<file path="src/rtl/y86_pkg.sv">
// -----------------------------------------------------------------------------
// y86_pkg
//   Constants shared by the Y86-64 execute stage and its helpers:
//   - instruction codes used by the execute/memory boundary
//   - condition function codes (ifun) for cmovXX / jXX
//   - pipeline status codes
//   - the "no register" ID
//   - bit positions of the condition-code flags inside the 3-bit CC vector
// -----------------------------------------------------------------------------
package y86_pkg;

  // Instruction codes
  localparam logic [3:0] I_NOP  = 4'h1;
  localparam logic [3:0] I_CMOV = 4'h2;
  localparam logic [3:0] I_OPQ  = 4'h6;
  localparam logic [3:0] I_JXX  = 4'h7;

  // Condition function codes
  localparam logic [3:0] C_ALWAYS = 4'h0;
  localparam logic [3:0] C_LE     = 4'h1;
  localparam logic [3:0] C_L      = 4'h2;
  localparam logic [3:0] C_E      = 4'h3;
  localparam logic [3:0] C_NE     = 4'h4;
  localparam logic [3:0] C_GE     = 4'h5;
  localparam logic [3:0] C_G      = 4'h6;

  // Pipeline status codes
  typedef enum logic [1:0] {
    STAT_AOK = 2'd0,
    STAT_HLT = 2'd1,
    STAT_ADR = 2'd2,
    STAT_INS = 2'd3
  } stat_e;

  // Register ID meaning "no destination"
  localparam logic [3:0] RNONE = 4'hF;

  // Flag positions inside the CC vector {ZF,SF,OF}
  localparam int CC_ZF = 2;
  localparam int CC_SF = 1;
  localparam int CC_OF = 0;

  // Reset / power-up contents of the CC register: ZF set, SF and OF clear
  localparam logic [2:0] CC_RESET = 3'b100;

endpackage

</file>
<file path="src/rtl/cond_eval.sv">
// -----------------------------------------------------------------------------
// cond_eval
//   Purely combinational evaluation of a Y86-64 branch/cmov condition against
//   a condition-code vector. No icode qualification is done here; the caller
//   decides whether the result is meaningful.
//
// Ports:
//   cc_i   in  3  condition codes {ZF,SF,OF}
//   ifun_i in  4  condition function code (0 always .. 6 g, 7-15 never)
//   cnd_o  out 1  condition holds
// -----------------------------------------------------------------------------
module cond_eval
  import y86_pkg::*;
(
  input  logic [2:0] cc_i,
  input  logic [3:0] ifun_i,
  output logic       cnd_o
);

  logic zf;
  logic sf;
  logic of;
  logic lt;  // signed "less than" after a subtraction: SF xor OF

  assign zf = cc_i[CC_ZF];
  assign sf = cc_i[CC_SF];
  assign of = cc_i[CC_OF];
  assign lt = sf ^ of;

  always_comb begin
    cnd_o = 1'b0;
    case (ifun_i)
      C_ALWAYS: cnd_o = 1'b1;
      C_LE:     cnd_o = lt | zf;
      C_L:      cnd_o = lt;
      C_E:      cnd_o = zf;
      C_NE:     cnd_o = ~zf;
      C_GE:     cnd_o = ~lt;
      C_G:      cnd_o = ~lt & ~zf;
      default:  cnd_o = 1'b0;
    endcase
  end

endmodule

</file>
<file path="src/rtl/execute_cc_pipe_reg.sv">
// -----------------------------------------------------------------------------
// execute_cc_pipe_reg
//   Back end of the Y86-64 execute stage: holds the architectural condition
//   code register, evaluates the cmov/jump condition against it, and registers
//   the execute results into the E/M pipeline register with stall/bubble
//   control.
//
// Ports:
//   clk, rst_n            clock, asynchronous active-low reset
//   e_valid               execute stage holds a real instruction
//   e_icode, e_ifun       instruction / function code
//   e_valE, e_valA        ALU result / pass-through operand (W bits)
//   e_dstE, e_dstM        destination register IDs
//   e_stat                instruction status (AOK/HLT/ADR/INS)
//   alu_co                ALU flags {ZF,SF,OF}
//   m_stat_bad,W_stat_bad a later stage holds an exception
//   M_stall, M_bubble     E/M register hold / NOP injection (stall wins)
//   cc                    current CC register
//   e_cnd                 combinational condition for this instruction
//   M_*                   registered E/M pipeline fields
// -----------------------------------------------------------------------------
module execute_cc_pipe_reg #(
  parameter int         W     = 64,
  parameter logic [3:0] RNONE = y86_pkg::RNONE
) (
  input  logic         clk,
  input  logic         rst_n,
  input  logic         e_valid,
  input  logic [3:0]   e_icode,
  input  logic [3:0]   e_ifun,
  input  logic [W-1:0] e_valE,
  input  logic [W-1:0] e_valA,
  input  logic [3:0]   e_dstE,
  input  logic [3:0]   e_dstM,
  input  logic [1:0]   e_stat,
  input  logic [2:0]   alu_co,
  input  logic         m_stat_bad,
  input  logic         W_stat_bad,
  input  logic         M_stall,
  input  logic         M_bubble,
  output logic [2:0]   cc,
  output logic         e_cnd,
  output logic         M_valid,
  output logic [3:0]   M_icode,
  output logic         M_cnd,
  output logic [W-1:0] M_valE,
  output logic [W-1:0] M_valA,
  output logic [3:0]   M_dstE,
  output logic [3:0]   M_dstM,
  output logic [1:0]   M_stat
);

  import y86_pkg::*;

  // ---------------------------------------------------------------------------
  // Condition evaluation against the CC value held before this cycle's update
  // ---------------------------------------------------------------------------
  logic [2:0] cc_q;
  logic [2:0] cc_d;
  logic       cnd_raw;
  logic       is_cond_insn;

  cond_eval u_cond_eval (
    .cc_i   (cc_q),
    .ifun_i (e_ifun),
    .cnd_o  (cnd_raw)
  );

  assign is_cond_insn = (e_icode == I_CMOV) || (e_icode == I_JXX);
  assign e_cnd        = is_cond_insn & cnd_raw;

  // ---------------------------------------------------------------------------
  // CC update: only a clean OPq that will actually advance may write the flags.
  // A stalled OPq will be re-presented, so it must not write yet; an exception
  // downstream means this instruction is architecturally squashed.
  // ---------------------------------------------------------------------------
  logic set_cc;

  assign set_cc = e_valid & (e_icode == I_OPQ) & ~m_stat_bad & ~W_stat_bad
                & ~M_stall & (e_stat == STAT_AOK);

  always_comb begin
    cc_d = cc_q;
    if (set_cc) begin
      cc_d = alu_co;
    end
  end

  // A cmov whose condition fails must not write its destination.
  logic [3:0] dste_eff;

  assign dste_eff = ((e_icode == I_CMOV) && !e_cnd) ? RNONE : e_dstE;

  // ---------------------------------------------------------------------------
  // E/M pipeline register, priority stall > bubble > load
  // ---------------------------------------------------------------------------
  logic         m_valid_q, m_valid_d;
  logic [3:0]   m_icode_q, m_icode_d;
  logic         m_cnd_q,   m_cnd_d;
  logic [W-1:0] m_vale_q,  m_vale_d;
  logic [W-1:0] m_vala_q,  m_vala_d;
  logic [3:0]   m_dste_q,  m_dste_d;
  logic [3:0]   m_dstm_q,  m_dstm_d;
  logic [1:0]   m_stat_q,  m_stat_d;

  always_comb begin
    // hold by default (covers the stall case)
    m_valid_d = m_valid_q;
    m_icode_d = m_icode_q;
    m_cnd_d   = m_cnd_q;
    m_vale_d  = m_vale_q;
    m_vala_d  = m_vala_q;
    m_dste_d  = m_dste_q;
    m_dstm_d  = m_dstm_q;
    m_stat_d  = m_stat_q;

    if (!M_stall) begin
      if (M_bubble || !e_valid) begin
        // NOP bubble: same contents as after reset
        m_valid_d = 1'b0;
        m_icode_d = I_NOP;
        m_cnd_d   = 1'b0;
        m_vale_d  = '0;
        m_vala_d  = '0;
        m_dste_d  = RNONE;
        m_dstm_d  = RNONE;
        m_stat_d  = STAT_AOK;
      end else begin
        m_valid_d = 1'b1;
        m_icode_d = e_icode;
        m_cnd_d   = e_cnd;
        m_vale_d  = e_valE;
        m_vala_d  = e_valA;
        m_dste_d  = dste_eff;
        m_dstm_d  = e_dstM;
        m_stat_d  = e_stat;
      end
    end
  end

  always_ff @(posedge clk or negedge rst_n) begin
    if (!rst_n) begin
      cc_q      <= CC_RESET;
      m_valid_q <= 1'b0;
      m_icode_q <= I_NOP;
      m_cnd_q   <= 1'b0;
      m_vale_q  <= '0;
      m_vala_q  <= '0;
      m_dste_q  <= RNONE;
      m_dstm_q  <= RNONE;
      m_stat_q  <= STAT_AOK;
    end else begin
      cc_q      <= cc_d;
      m_valid_q <= m_valid_d;
      m_icode_q <= m_icode_d;
      m_cnd_q   <= m_cnd_d;
      m_vale_q  <= m_vale_d;
      m_vala_q  <= m_vala_d;
      m_dste_q  <= m_dste_d;
      m_dstm_q  <= m_dstm_d;
      m_stat_q  <= m_stat_d;
    end
  end

  assign cc      = cc_q;
  assign M_valid = m_valid_q;
  assign M_icode = m_icode_q;
  assign M_cnd   = m_cnd_q;
  assign M_valE  = m_vale_q;
  assign M_valA  = m_vala_q;
  assign M_dstE  = m_dste_q;
  assign M_dstM  = m_dstm_q;
  assign M_stat  = m_stat_q;

endmodule

</file>
<file path="config.mk">
export PLATFORM = sky130hd
export DESIGN_NAME = execute_cc_pipe_reg
export DESIGN_NICKNAME = d
export VERILOG_FILES = /design/src/rtl/y86_pkg.sv /design/src/rtl/cond_eval.sv /design/src/rtl/execute_cc_pipe_reg.sv
export SDC_FILE = /design/constraint.sdc
export NUM_CORES = 1
export LEC_CHECK = 0
export CAP_MARGIN = 20
export CORE_UTILIZATION = 35
export DETAILED_ROUTE_END_ITERATION = 10
export HOLD_SLACK_MARGIN = 0.1
export MAX_ROUTING_LAYER = met4
export PLACE_DENSITY = 0.77
export SYNTH_ARGS = -nofsm -noshare
export SYNTH_HDL_FRONTEND = slang
export SYNTH_SLANG_ARGS = --single-unit
</file>
<file path="constraint.sdc">
create_clock -name clk -period 1.5 [get_ports clk]
set_input_delay 0.3 -clock clk [delete_from_list [all_inputs] [get_ports clk]]
set_output_delay 0.3 -clock clk [all_outputs]
set_load 0.1 [all_outputs]
</file>
Fig. 1: run 1, selected gate families
Bar = 50 um.
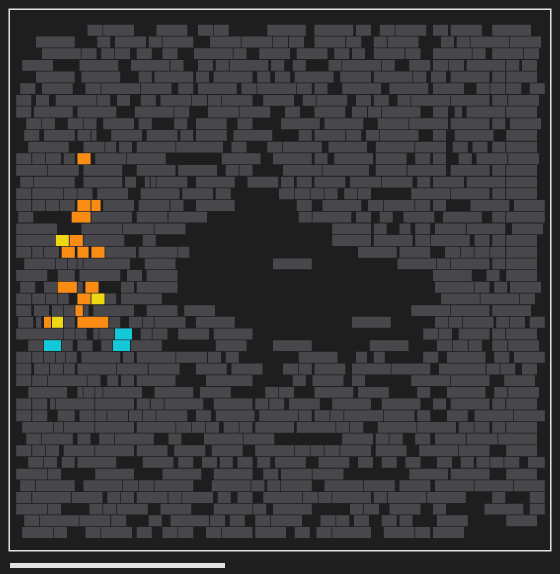
legend:
  mux cells:
    color: cyan
    cells: 3
    most_used: mux2_2
  aoi and oai cells:
    color: orange
    cells: 14
    most_used: o32ai_1
    where: west
  and/or cells:
    color: yellow
    cells: 3
    most_used: and2_4
Non-Filler Instances: 879
logic share of the area: 13.8%

Fig. 2: run 1, cell classes on the final placement
Bar = 50 um.
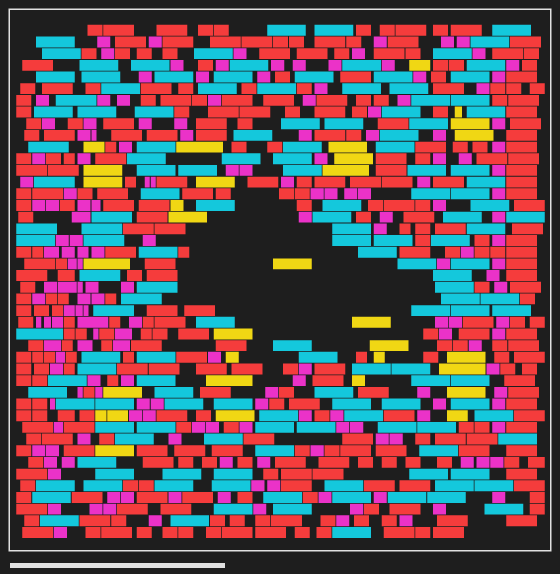
legend:
  remaining logic cells:
    color: magenta
    cells: 179
    share_of_their_area: 14%
  registers:
    color: cyan
    cells: 147
    share_of_their_area: 34%
  clock drivers and dummy loads:
    color: yellow
    cells: 32
    share_of_their_area: 6.3%
  remaining buffers and delay cells:
    color: red
    cells: 337
    share_of_their_area: 45%
post-route cell area: 0.0110 mm2
fin util: 74.3%
Seq/total area: 33.7%

==> flow_summary.json, run 1 <==
{
  "violations": "negative setup slack",
  "rsz0062_at_grt": "yes",
  "cp_max_fo": 3,
  "clk_latency_ns": 0.41,
  "fp-row-count": 44,
  "cp-end-kind": "primary output",
  "nMultiInputCombCells": 177,
  "ys_top_cells_by_count": "137 x dfrtp_1, 133 x a22o_1, 13 x clkbuf_1",
  "mux_share_pct": 0.630,
  "slew_viol_final": 0,
  "grt_pass1_wl_mm": 28.9,
  "antenna_found_initial": 0,
  "dr.pass1.iters": 4,
  "max_freq_ghz": 0.442,
  "track_usage_pct": 25.0,
  "area_leaders": "dfrtp_1 64%, a22o_1 22%, dfstp_2 4.9%",
  "p_clk_mw": 4.84,
  "rr_worst_depth": 6,
  "largestClassByArea": "non-clock buffers",
  "netlist_area_mm2": 0.00536,
  "placedCellCount": 844,
  "synth_nets": 513,
  "synthCells": 357,
  "ys_sh_adder_pct": 0,
  "simple_gate_share_pct": 1.54,
  "path_class": "reg2out",
  "warning_count": 29,
  "power_leakage_nw": 4.93,
  "critical_path.startpoint_type": "flop",
  "worst-path-stages": 5,
  "clk_pin_slew_ns": 0.06,
  "critPathRequiredTime_ns": 1.20,
  "nNetsFinal": 838,
  "min_from": "M_stall",
  "chipArea_mm2": 0.0158,
  "drive_gt1_share_pct": 34.4,
  "slew_headroom_pct": 59.4,
  "fp-utilization_pct": 36.3,
  "fin_tns_setup_ns": -1.54,
  "critPathCapture": "e_cnd",
  "dp.final_hpwl_mm": 13.7,
  "clockBufferDepth": 2,
  "drtIter0Drc": 238,
  "met2WireLength_mm": 10.2,
  "buf_share_pct": 44.1,
  "hold_depth": 3,
  "grtUsageMet3_pct": 7.90,
  "clkCellAreaFrac_pct": 6.17,
  "ys_sh_aoi_pct": 25.0,
  "drtAntennaViolNets": 0,
  "yosysMostFrequentCell": "dfrtp_1",
  "p_comb_mw": 3.57,
  "num_antenna_cells": 0,
  "cts_tree": "done",
  "final.setup.worst_slack_ns": -0.763,
  "p_seq_share_pct": 34.6,
  "clock_skew_ns": 0.00144,
  "fillCellCount": 874,
  "ios": 304,
  "ys_seq_share_pct": 68.8,
  "p_seq_mw": 4.46,
  "met1Wirelength_mm": 6.79,
  "post-route-min-period_ns": 2.26,
  "h-tree-depth": 4,
  "postPlaceCellArea_mm2": 0.0102,
  "cp_data_arrival_time_ns": 1.96,
  "outcome": "finished with violations",
  "r2r-start": "cc[2]$_DFFE_PN1P_",
  "critPathBufInv": 1,
  "worstMarginPinSlew_ns": 0.609,
  "gr-max-usage-layer": "met2",
  "logic_family": "AND-OR/OR-AND gates",
  "nClkBuffers": 21,
  "cts_setup_buffers": 1,
  "avgRoutedWirePerCell_um": 21.5,
  "multiInputGateArea_mm2": 0.00151,
  "swShare_pct": 31.8,
  "xor_area_share_pct": 0.327,
  "ys_types": 28,
  "crit_chain": "and2b_1, a211oi_2, o31a_2, and2_4, buf_12",
  "areaGrowthSynthToFinish_pct": 105,
  "io_buffers": 303,
  "top_layer_used": "met4",
  "ys_cells": 357,
  "hp-class": "in2reg",
  "core_area_mm2": 0.0148,
  "grtUsageMet2_pct": 45.5,
  "top_power_group": "the clock network",
  "num_vias": 4635,
  "regToRegSetupSlack_ns": -0.18,
  "finalClockPeriodUsage_pct": 151,
  "netSwitchingPower_mw": 4.09,
  "synth-seq-cells": 147,
  "taps": 184,
  "num-nonclk-buffers": 337,
  "finalPower_mw": 12.9,
  "post-place-ws_ns": -0.537,
  "wl_met3_mm": 1.45,
  "place.gp.congestion": 0.904,
  "synth_top_flop_cell": "dfrtp_1",
  "slowest_delay_ns": 0.61,
  "die_h_um": 126,
  "cts_resized": 4,
  "ff_latch_area_mm2": 0.00370,
  "hold_viol_final": 0,
  "ys_area_mm2": 0.00536,
  "grt-ovfl-total": 0,
  "wirelength_mm": 18.9,
  "routed_via_density": 5.27,
  "vdd_ir_drop_max_v": 0.00118,
  "n_all_inverters": 2,
  "grtUsageMet1_pct": 25.3,
  "grt_max_degree": 59,
  "finalSetupViolCount": 7,
  "cpMaxStageDelayCell": "dfstp_4",
  "maxCapViolations": 0,
  "hold_ws_ns": 0.345,
  "powerDensity_mw_per_mm2": 1170,
  "worstSetupStartpoint": "cc[2]$_DFFE_PN1P_",
  "remaining_drc_errors": 0,
  "cts_root_buffer": "clkbuf_16",
  "edf_count": 0,
  "worstHoldEndpoint": "M_cnd$_DFFE_PN0N_",
  "synth_top_area_share_pct": 63.9,
  "grt_pass1_vias": 5079
}
Fig. 3: run 1, clock nets
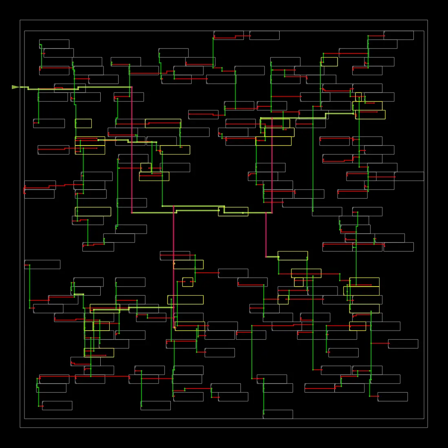
CTS Buf Count: 17
# clock sinks: 147

--- run 2 (diff from run 1) ---
GPL_ROUTABILITY_DRIVEN = 1   (was not set)
Fig. 4: run 2, PDN straps and rails
Pins as bars on the die edge. Tap cells in gray.
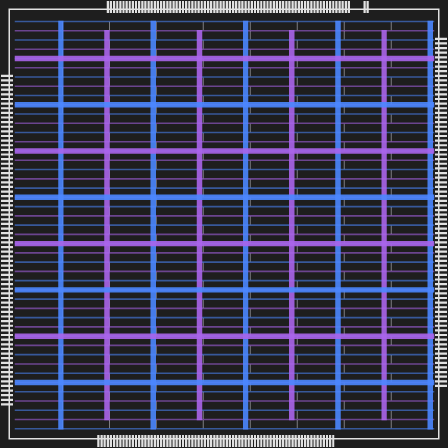
legend:
  VDD:
    color: purple
  VSS:
    color: blue
rows: 44
met4 straps: 9
signal pins: 304
tap cells: 184
die width: 126 um
die height: 126 um
Core Region: 0.0148 mm2
Peak VDD IR: 0.00118 V

==> flow_summary.json, run 2 <==
{
  "synth_top_flop_cell": "dfrtp_1",
  "top_layer_used": "met4",
  "warning_count": 29,
  "p_seq_share_pct": 34.6,
  "grtUsageMet3_pct": 7.90,
  "r2r-start": "cc[2]$_DFFE_PN1P_",
  "critPathCapture": "e_cnd",
  "comb_area_share_pct": 13.8,
  "avgRoutedWirePerCell_um": 21.5,
  "crit_chain": "and2b_1, a211oi_2, o31a_2, and2_4, buf_12",
  "worstMarginPinSlew_ns": 0.609,
  "fp-row-count": 44,
  "multiInputGateArea_mm2": 0.00151,
  "postPlaceCellArea_mm2": 0.0102,
  "cts_buffers": 17,
  "violations": "negative setup slack",
  "h-tree-depth": 4,
  "grt_max_degree": 59,
  "worstHoldEndpoint": "M_cnd$_DFFE_PN0N_",
  "remaining_drc_errors": 0,
  "drtIter0Drc": 238,
  "met1Wirelength_mm": 6.79,
  "grtUsageMet1_pct": 25.3,
  "ys_types": 28,
  "fillCellCount": 874,
  "dp.final_hpwl_mm": 13.7,
  "clk_pin_slew_ns": 0.06,
  "path_class": "reg2out",
  "outcome": "finished with violations",
  "cp_max_fo": 3,
  "antenna_found_initial": 0,
  "worst-path-stages": 5,
  "regToRegSetupSlack_ns": -0.18,
  "finalSetupViolCount": 7,
  "p_clk_mw": 4.84,
  "cts_setup_buffers": 1,
  "grt_pass1_wl_mm": 28.9,
  "rr_worst_depth": 6,
  "place.gp.congestion": 0.904,
  "p_seq_mw": 4.46,
  "yosysMostFrequentCell": "dfrtp_1",
  "logic_family": "AND-OR/OR-AND gates",
  "post-route-min-period_ns": 2.26,
  "wl_met3_mm": 1.45,
  "routed_via_density": 5.27,
  "area_leaders": "dfrtp_1 64%, a22o_1 22%, dfstp_2 4.9%",
  "final.setup.worst_slack_ns": -0.763,
  "rsz0062_at_grt": "yes",
  "dr.pass1.iters": 4,
  "cts.sinks": 147,
  "ys_top_cells_by_count": "137 x dfrtp_1, 133 x a22o_1, 13 x clkbuf_1",
  "hold_depth": 3,
  "hold_viol_final": 0,
  "powerDensity_mw_per_mm2": 1170,
  "fin_tns_setup_ns": -1.54,
  "synth_top_area_share_pct": 63.9,
  "num_vias": 4635,
  "io_buffers": 303,
  "ff_latch_area_mm2": 0.00370,
  "cp_data_arrival_time_ns": 1.96,
  "finalPower_mw": 12.9,
  "cts_resized": 4,
  "finalClockPeriodUsage_pct": 151,
  "clkCellAreaFrac_pct": 6.17,
  "grt-ovfl-total": 0,
  "edf_count": 0,
  "gr-max-usage-layer": "met2",
  "ys_cells": 357,
  "clockBufferDepth": 2,
  "netSwitchingPower_mw": 4.09,
  "fin_area_mm2": 0.0110,
  "power_leakage_nw": 4.93,
  "hold_ws_ns": 0.345,
  "p_comb_mw": 3.57,
  "clock_skew_ns": 0.00144
}
--- run 3 (diff from run 2) ---
CORE_AREA = 2 2 117 119   (was not set)
CORE_UTILIZATION = not set   (was 35)
DIE_AREA = 0 0 119 121   (was not set)
DONT_BUFFER_PORTS = 1   (was not set)
PLACE_DENSITY = not set   (was 0.77)
==> flow_summary.json, run 3 <==
{
  "postPlaceCellArea_mm2": 0.00659,
  "cts_buffers": 17,
  "dp.final_hpwl_mm": 9.44,
  "h-tree-depth": 4,
  "async_flop_share_pct": 100,
  "hold_buffers": 138,
  "fp-utilization_pct": 41.0,
  "simple_gate_share_pct": 1.54,
  "fp-row-count": 42,
  "ys_cells": 357,
  "post-place-ws_ns": -0.282,
  "ys_area_mm2": 0.00536,
  "ios": 304,
  "ys_seq_share_pct": 68.8,
  "synth_nets": 513,
  "error": "[ERROR RSZ-0060] Max buffer count reached.",
  "mux_share_pct": 0.630,
  "area_leaders": "dfrtp_1 64%, a22o_1 22%, dfstp_2 4.9%",
  "fp.dieW_um": 119,
  "ys_sh_adder_pct": 0,
  "outcome": "did not finish",
  "ys_top_cells_by_count": "137 x dfrtp_1, 133 x a22o_1, 13 x clkbuf_1",
  "die_h_um": 121,
  "edf_count": 0,
  "logic_family": "AND-OR/OR-AND gates",
  "top_area_cell": "dfrtp_1",
  "synth_top_flop_cell": "dfrtp_1",
  "ys_types": 28,
  "ys_sh_aoi_pct": 25.0,
  "synthCells": 357,
  "xor_area_share_pct": 0.327,
  "cts_root_buffer": "clkbuf_16",
  "synth-seq-cells": 147,
  "netlist_area_mm2": 0.00536,
  "cts.sinks": 147,
  "failed_stage": "clock tree synthesis (4_1_cts)",
  "cts_resized": 12,
  "synth_top_area_share_pct": 63.9,
  "cts_setup_buffers": 1,
  "io_buffers": 0,
  "yosysMostFrequentCell": "dfrtp_1",
  "avgSynthCellArea_um2": 15.0,
  "place.gp.congestion": 0.838,
  "yosys_warnings": 0,
  "clockBufferDepth": 2,
  "placedCellCount": 653
}
--- run 4 (diff from run 3) ---
CORE_AREA = not set   (was 2 2 117 119)
CORE_UTILIZATION = 35   (was not set)
DIE_AREA = not set   (was 0 0 119 121)
HOLD_SLACK_MARGIN = not set   (was 0.1)
MAX_ROUTING_LAYER = not set   (was met4)
PLACE_DENSITY_LB_ADDON = 0.15   (was not set)
clock period = 2 ns   (was 1.5 ns; I/O delays follow)
Fig. 5: run 4, clock network drawn from the DEF
Bar = 50 um.
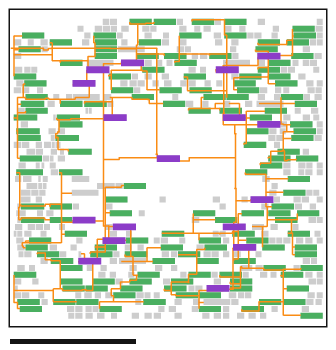
legend:
  clock wires:
    color: orange
    length: 1810 um
  clock-net drivers:
    color: purple
    count: 17
  flip-flops:
    color: green
    count: 147
routed clock nets: 18
flops lie: spread over the die
final setup skew: 0.00452 ns
Power Clock: 3.89 mW
clk_lat worst skew: 0.41 ns

==> flow_summary.json, run 4 <==
{
  "drtIter0Drc": 157,
  "critical_path.startpoint_type": "flop",
  "fp.dieW_um": 126,
  "warning_count": 35,
  "nNetsFinal": 641,
  "fin_area_mm2": 0.00723,
  "p_comb_mw": 1.68,
  "final.setup.worst_slack_ns": -0.306,
  "h-tree-depth": 4,
  "rsz0062_at_grt": "yes",
  "finalPower_mw": 8.88,
  "cp-end-kind": "primary output",
  "buf_share_pct": 14.9,
  "regToRegSetupSlack_ns": 0.44,
  "synthCells": 357,
  "hp-class": "in2async",
  "finalSetupViolCount": 1,
  "avgSynthCellArea_um2": 15.0,
  "netSwitchingPower_mw": 2.73,
  "critPathRequiredTime_ns": 1.60,
  "yosysMostFrequentCell": "dfrtp_1",
  "synth_nets": 513,
  "ys_top_cells_by_count": "137 x dfrtp_1, 133 x a22o_1, 13 x clkbuf_1",
  "fp-utilization_pct": 36.3,
  "max_freq_ghz": 0.434,
  "hold_viol_final": 147,
  "chipArea_mm2": 0.0158,
  "wirelength_mm": 14.3,
  "mux_share_pct": 0.630,
  "core_area_mm2": 0.0148,
  "dr.pass1.iters": 4,
  "crit_chain": "and2b_1, a211oi_2, o31a_2, and2_4",
  "fillCellCount": 1328,
  "fin_util_pct": 49.0,
  "swShare_pct": 30.7,
  "xor_area_share_pct": 0.327,
  "grtUsageMet3_pct": 7.05,
  "nMultiInputCombCells": 177,
  "p_seq_mw": 3.30,
  "ys_seq_share_pct": 68.8,
  "routed_via_density": 5.44,
  "synth_top_area_share_pct": 63.9,
  "cts.sinks": 147,
  "cp_data_arrival_time_ns": 1.91,
  "fin_tns_setup_ns": -0.306,
  "num_antenna_cells": 0,
  "post-place-ws_ns": 0.132,
  "slowest_delay_ns": 0.63,
  "cts_buffers": 17,
  "ff_latch_area_mm2": 0.00370,
  "fin_cells": 682,
  "drive_gt1_share_pct": 38.2,
  "simple_gate_share_pct": 1.54,
  "outcome": "finished with violations",
  "num_vias": 3712,
  "ys_area_mm2": 0.00536,
  "ys_sh_adder_pct": 0,
  "logic_family": "AND-OR/OR-AND gates",
  "yosys_warnings": 0,
  "top_power_group": "the clock network",
  "netlist_area_mm2": 0.00536,
  "worst-path-stages": 4,
  "cp_max_fo": 4,
  "cts_resized": 0,
  "track_usage_pct": 18.1,
  "finalClockPeriodUsage_pct": 115,
  "taps": 184,
  "worstMarginPinSlew_ns": 0.906,
  "comb_area_share_pct": 20.6,
  "remaining_drc_errors": 0,
  "met1Wirelength_mm": 5.48,
  "top_area_cell": "dfrtp_1",
  "grt_max_degree": 148,
  "powerDensity_mw_per_mm2": 1230,
  "power_leakage_nw": 3.63,
  "place.gp.congestion": 0.753,
  "vdd_ir_drop_max_v": 0.000537,
  "clkCellAreaFrac_pct": 10.1,
  "hold_ws_ns": -0.322,
  "violations": "negative hold slack, negative setup slack",
  "avgRoutedWirePerCell_um": 20.9,
  "postPlaceCellArea_mm2": 0.00650,
  "grt_pass1_vias": 3795,
  "grtUsageMet2_pct": 29.8,
  "worstSetupStartpoint": "cc[2]$_DFFE_PN1P_",
  "gr-max-usage-layer": "met2",
  "io_buffers": 0,
  "dp.final_hpwl_mm": 9.56,
  "rr_worst_depth": 5
}
Power figures rest on the tool's default switching activity, not on a simulated workload.
